## src/rtl/nor_gate_sweep_ctrl_pkg.sv

```systemverilog
// Shared types and constants for the NOR-gate sweep controller.
// The golden truth table is built from one nibble per sel code, indexed by {a,b}.
package nor_sweep_pkg;

  typedef enum logic [1:0] {IDLE, SWEEP, DONE} state_t;

  localparam int IDX_W    = 5;
  localparam int N_POINTS = 32;

  localparam logic [3:0] OP_NOT_A = 4'h3;
  localparam logic [3:0] OP_NOR   = 4'h1;
  localparam logic [3:0] OP_AND   = 4'h8;
  localparam logic [3:0] OP_OR    = 4'hE;
  localparam logic [3:0] OP_XOR   = 4'h6;
  localparam logic [3:0] OP_XNOR  = 4'h9;
  localparam logic [3:0] OP_NAND  = 4'h7;

  // sel 7 repeats NAND, giving 32'h7796_E813
  localparam logic [31:0] GOLDEN_DEFAULT = {OP_NAND, OP_NAND, OP_XNOR, OP_XOR,
                                            OP_OR, OP_AND, OP_NOR, OP_NOT_A};

endpackage

```

## src/rtl/nor_gate_sweep_ctrl_if.sv

```systemverilog
// Stimulus/response bus between the sweep controller and the gate unit.
interface nor_gate_sweep_ctrl_if;
  logic       dut_a;
  logic       dut_b;
  logic [2:0] dut_sel;
  logic       dut_out;

  modport master (output dut_a, output dut_b, output dut_sel, input dut_out);
  modport slave  (input dut_a, input dut_b, input dut_sel, output dut_out);
endinterface

```

## src/rtl/nor_gate_sweep_ctrl_settle.sv

```systemverilog
// Settle timer: counts clocks a sweep point is held; last marks the sampling clock.
module sweep_settle_timer #(
  parameter int SETTLE_CYCLES = 2
) (
  input  logic clk,
  input  logic rst,
  input  logic clr,
  input  logic en,
  output logic last
);
  logic [3:0] cnt;

  assign last = (cnt == 4'(SETTLE_CYCLES - 1));

  always_ff @(posedge clk) begin
    if (rst || clr)
      cnt <= '0;
    else if (en)
      cnt <= last ? 4'd0 : cnt + 4'd1;
  end
endmodule

```

## src/rtl/nor_gate_sweep_ctrl.sv

```systemverilog
// Self-test sequencer sweeping all 32 {sel,a,b} points of the NOR gate unit.
// Optional macro SWEEP_FAIL_INDEX_EN adds fail_valid/fail_idx first-mismatch capture.
module nor_gate_sweep_ctrl
  import nor_sweep_pkg::*;
#(
  parameter int          SETTLE_CYCLES = 2,
  parameter logic [31:0] GOLDEN        = GOLDEN_DEFAULT
) (
  input  logic                  clk,
  input  logic                  rst,
  input  logic                  start,
  input  logic                  abort,
  nor_gate_sweep_ctrl_if.master gate,
  output logic                  busy,
  output logic                  done,
  output logic                  pass,
  output logic [N_POINTS-1:0]   result
`ifdef SWEEP_FAIL_INDEX_EN
  ,
  output logic                  fail_valid,
  output logic [IDX_W-1:0]      fail_idx
`endif
);

  state_t                state;
  logic [IDX_W-1:0]      idx;
  logic                  last;
  logic                  accept;
  logic                  sample;
  logic [N_POINTS-1:0]   next_result;

  assign accept = (state == IDLE) && start && !abort;
  assign sample = (state == SWEEP) && !abort && last;

  always_comb begin
    next_result      = result;
    next_result[idx] = gate.dut_out;
  end

  sweep_settle_timer #(.SETTLE_CYCLES(SETTLE_CYCLES)) u_timer (
    .clk  (clk),
    .rst  (rst),
    .clr  (accept || ((state == SWEEP) && abort)),
    .en   (state == SWEEP),
    .last (last)
  );

  always_ff @(posedge clk) begin
    if (rst) begin
      state        <= IDLE;
      idx          <= '0;
      busy         <= 1'b0;
      done         <= 1'b0;
      pass         <= 1'b0;
      result       <= '0;
      gate.dut_sel <= '0;
      gate.dut_a   <= 1'b0;
      gate.dut_b   <= 1'b0;
    end else begin
      done <= 1'b0;
      case (state)
        IDLE: begin
          if (accept) begin
            state  <= SWEEP;
            busy   <= 1'b1;
            idx    <= '0;
            result <= '0;
            pass   <= 1'b0;
            {gate.dut_sel, gate.dut_a, gate.dut_b} <= '0;
          end
        end
        SWEEP: begin
          if (abort) begin
            state  <= IDLE;
            busy   <= 1'b0;
            idx    <= '0;
            result <= '0;
            {gate.dut_sel, gate.dut_a, gate.dut_b} <= '0;
          end else if (sample) begin
            result <= next_result;
            if (idx == IDX_W'(N_POINTS - 1)) begin
              // pass is judged on the word including the bit just sampled
              state <= DONE;
              busy  <= 1'b0;
              done  <= 1'b1;
              pass  <= (next_result == GOLDEN);
              {gate.dut_sel, gate.dut_a, gate.dut_b} <= '0;
            end else begin
              idx <= idx + 1'b1;
              {gate.dut_sel, gate.dut_a, gate.dut_b} <= idx + 1'b1;
            end
          end
        end
        DONE:    state <= IDLE;
        default: state <= IDLE;
      endcase
    end
  end

`ifdef SWEEP_FAIL_INDEX_EN
  always_ff @(posedge clk) begin
    if (rst || accept) begin
      fail_valid <= 1'b0;
      fail_idx   <= '0;
    end else if (sample && !fail_valid && (gate.dut_out != GOLDEN[idx])) begin
      fail_valid <= 1'b1;
      fail_idx   <= idx;
    end
  end
`endif

endmodule

```

## src/flat_wrapper.sv

```systemverilog
// flat-port wrapper written by rule: the top's interface ports become plain ports
module nor_gate_sweep_ctrl_flat import nor_sweep_pkg::*;
#(
  parameter int          SETTLE_CYCLES = 2,
  parameter logic [31:0] GOLDEN        = GOLDEN_DEFAULT
)
  (clk, rst, start, abort, busy, done, pass, result, gate_dut_a, gate_dut_b, gate_dut_sel, gate_dut_out);
  nor_gate_sweep_ctrl_if gate_i ();
  input  logic clk;
  input  logic rst;
  input  logic start;
  input  logic abort;
  output logic busy;
  output logic done;
  output logic pass;
  output logic [N_POINTS-1:0] result;
  output wire logic [$bits(gate_i.dut_a)-1:0] gate_dut_a;
  output wire logic [$bits(gate_i.dut_b)-1:0] gate_dut_b;
  output wire logic [$bits(gate_i.dut_sel)-1:0] gate_dut_sel;
  input wire logic [$bits(gate_i.dut_out)-1:0] gate_dut_out;
  assign gate_dut_a = gate_i.dut_a;
  assign gate_dut_b = gate_i.dut_b;
  assign gate_dut_sel = gate_i.dut_sel;
  assign gate_i.dut_out = gate_dut_out;
  nor_gate_sweep_ctrl #(.SETTLE_CYCLES(SETTLE_CYCLES), .GOLDEN(GOLDEN)) u_core (.clk(clk), .rst(rst), .start(start), .abort(abort), .gate(gate_i), .busy(busy), .done(done), .pass(pass), .result(result));
endmodule
```

## config.mk

```make
export PLATFORM = sky130hd
export DESIGN_NAME = nor_gate_sweep_ctrl_flat
export DESIGN_NICKNAME = d
export VERILOG_FILES = /design/src/rtl/nor_gate_sweep_ctrl_pkg.sv /design/src/rtl/nor_gate_sweep_ctrl_if.sv /design/src/rtl/nor_gate_sweep_ctrl_settle.sv /design/src/rtl/nor_gate_sweep_ctrl.sv /design/src/flat_wrapper.sv
export SDC_FILE = /design/constraint.sdc
export NUM_CORES = 1
export LEC_CHECK = 0
export ABC_AREA = 1
export ABC_CLOCK_PERIOD_IN_PS = 2200
export CAP_MARGIN = 40
export CORE_AREA = 8 8 85 87
export CTS_CLUSTER_SIZE = 10
export DETAILED_ROUTE_END_ITERATION = 16
export DIE_AREA = 0 0 93 95
export GPL_TIMING_DRIVEN = 0
export PLACE_DENSITY = 0.74
export SLEW_MARGIN = 20
export SYNTH_ARGS = -nofsm -noshare
export SYNTH_HDL_FRONTEND = slang
export SYNTH_HIERARCHICAL = 1
export SYNTH_SLANG_ARGS = --single-unit
```

## constraint.sdc

```tcl
create_clock -name clk -period 2.2 [get_ports clk]
set_input_delay 0.66 -clock clk [delete_from_list [all_inputs] [get_ports clk]]
set_output_delay 0.66 -clock clk [all_outputs]
set_load 0.01 [all_outputs]
```

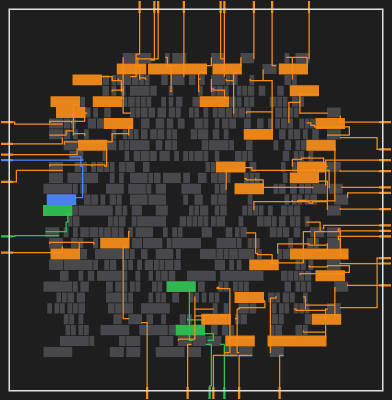
**Above:** run 1 (nets reached from selected ports).
(4 px per um)
Key: result = orange [bits 32, direction output, edge 13 right, 9 top, 5 bottom, 5 left, end cells 32, buffers 32, wire 1080 um]; gate_dut_sel = green [bits 3, direction output, edge 2 bottom, 1 left, end cells 3, buffers 3, wire 74.7 um]; gate_dut_a = blue [bits 1, direction output, edge left, end cells 1, buffers 1, wire 33.1 um]
Boundary Pins: 45
IO Port Bufs: 44

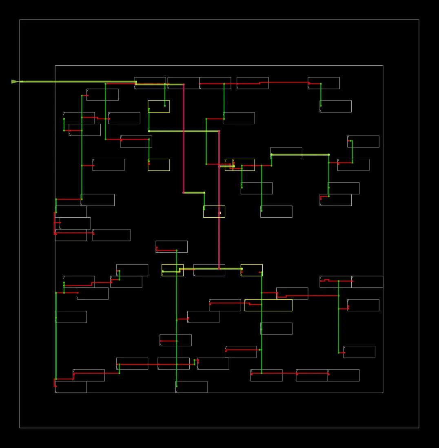
**Above:** run 1 (clock routing).
P_clk: 0.684 mW
clkbuf count: 6
flop count: 51
CTS buffer count: 5
Num Clock Sinks: 51

==> results.txt, run 1 <==
flow finished, numbers: post-DR vias/cell 5.34, area fraction in mux cells 0%, Worst path most repeated cell nand2_1, die height 95 um, outcome finished clean, switching share of power 24.6%, chip area estimate from yosys synthesis 2870 um2, WHS Path Cells 2, CP Capture Point u_core/pass, area grow syn2layout 24.1%, tap cells 75, max reg flops 32, reg-to-reg critical path startpoint u_core/idx[1], Comb power frac 9.1%, Layout non-clock buf frac 16.0%, top power consumer group sequential cells, FP Core Util 49.4%, WL met3 586 um, Hold Path End u_core/gate.dut_sel[1], Pwr Density 499 nW/um2, Stages on worst setup path 9, routed length on met2 4070 um, P_seq 0.935 mW, ClkCell Share 3.30%, Post-route DRC 0, Late-Pin Clk Latency 0.30 ns, Rel. slew slack 61.6%
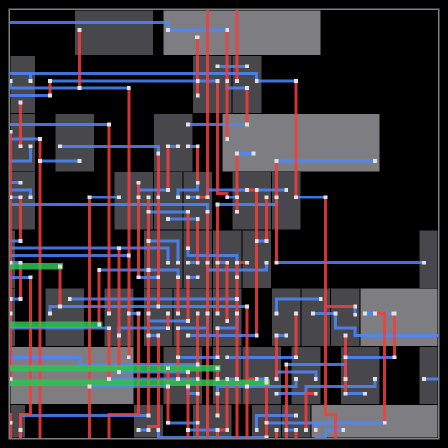
**Above:** run 1 (layout detail).
Region (60, 61) to (80, 81) um. Cells in grey, sequential cells in the stronger grey; small squares are vias.
Key: M3 = green; M1 = blue; M2 = red
Netlist names of flops here include u_core/result (4). Most frequent: nand2_1 (17), nand3_1 (7). 38 logic cells have their middle in the window. Sequential cells in the window: 4.

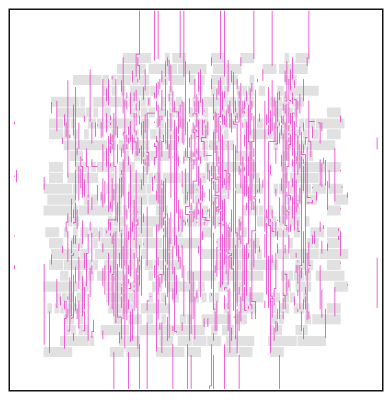
**Above:** run 1 (metal 2).
(4 px per um) Cells faint in the background.
The layer carries 4070 um of wire. 418 nets have wire on it. The wires run mostly vertical. The longest straight run is 36.0 um.
routing usage on met2: 34.0%
final wirelength: 8630 um
routed vias: 3125

==> run 2, diff against run 1 <==
- CELL_PAD_IN_SITES_DETAIL_PLACEMENT: not set -> 1
- CELL_PAD_IN_SITES_GLOBAL_PLACEMENT: not set -> 2
- CORE_AREA: 8 8 85 87 -> 8 8 111 113
- DIE_AREA: 0 0 93 95 -> 0 0 119 121
- PLACE_DENSITY: 0.74 -> not set
- PLACE_DENSITY_LB_ADDON: not set -> 0.1
==> results.txt, run 2 <==
flow finished, numbers: outcome finished clean, CTS tree built, top power consumer group sequential cells, FP Core Util 27.1% (-22 points), Multi-In Gates 347, Wirelength per Cell 16.1 um, Num Clock Sinks 51 (unchanged), Most common reg cell dfxtp_1, P_clk 0.710 mW (+3.8%), flop count 51 (unchanged), tap cells 140 (+87%), register area 1030 um2, area fraction in mux cells 0% (unchanged), clk buf depth 2, Reg2Reg Capture Point u_core/pass, Pleak 1.37 nW, Stages on worst setup path 11 (+2), Comb/total area 44.4%, reg-to-reg critical path startpoint u_core/idx[0], Place WS -0.540 ns, most crowded layer after global routing met2, Hold Startpoint u_core/busy, IO Port Bufs 44 (unchanged), Late-Pin Clk Latency 0.31 ns (about the same), chip area estimate from yosys synthesis 2870 um2 (unchanged), CTS buffer count 5 (unchanged), Layout non-clock buf frac 15.6% (-0.39 points), Post-Route M1 WL 4770 um, die height 121 um (+27%), area grow syn2layout 27.2%, routed length on met2 5150 um (+27%), clkbuf count 6 (unchanged), Boundary Pins 45 (unchanged), ClkCell Share 3.22% (-0.080 points), CP Capture Point u_core/pass, Rel. slew slack 58.1% (-3.6 points), Worst path most repeated cell nand2_1, Comb power frac 9.4% (+0.3 points), WHS Path Cells 2 (unchanged), WL met3 482 um (-18%), Hold Path End u_core/busy, Seq/total area 28.2%, post-DR vias/cell 4.71 (-12%), max reg flops 32 (unchanged), post-route insts no fill 650, Crit path buffers/inverters 3, switching share of power 26.0% (+1.4 points), Root Buffer clkbuf_8, P_seq 0.934 mW (about the same), Reg2Reg Depth 13
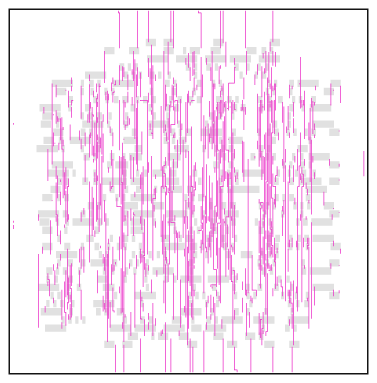
**Above:** run 2 (metal 2).
(3 px per um) Cells faint in the background.
418 nets have wire on it. The layer carries 5150 um of wire. The longest straight run is 51.3 um.
routing usage on met2: 26.6%
routed vias: 3063
final wirelength: 10500 um

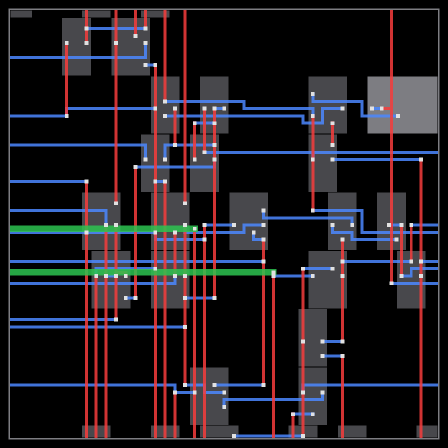
**Above:** run 2 (layout detail).
Region (79, 81) to (99, 101) um. Cells in grey, sequential cells in the stronger grey; small squares are vias.
Key: M3 = green; M1 = blue; M2 = red
Sequential cells in the window: 0. Most frequent: nand2_1 (10), nand3_1 (8). 20 logic cells have their middle in the window.

Power and IR drop assume default switching activity.
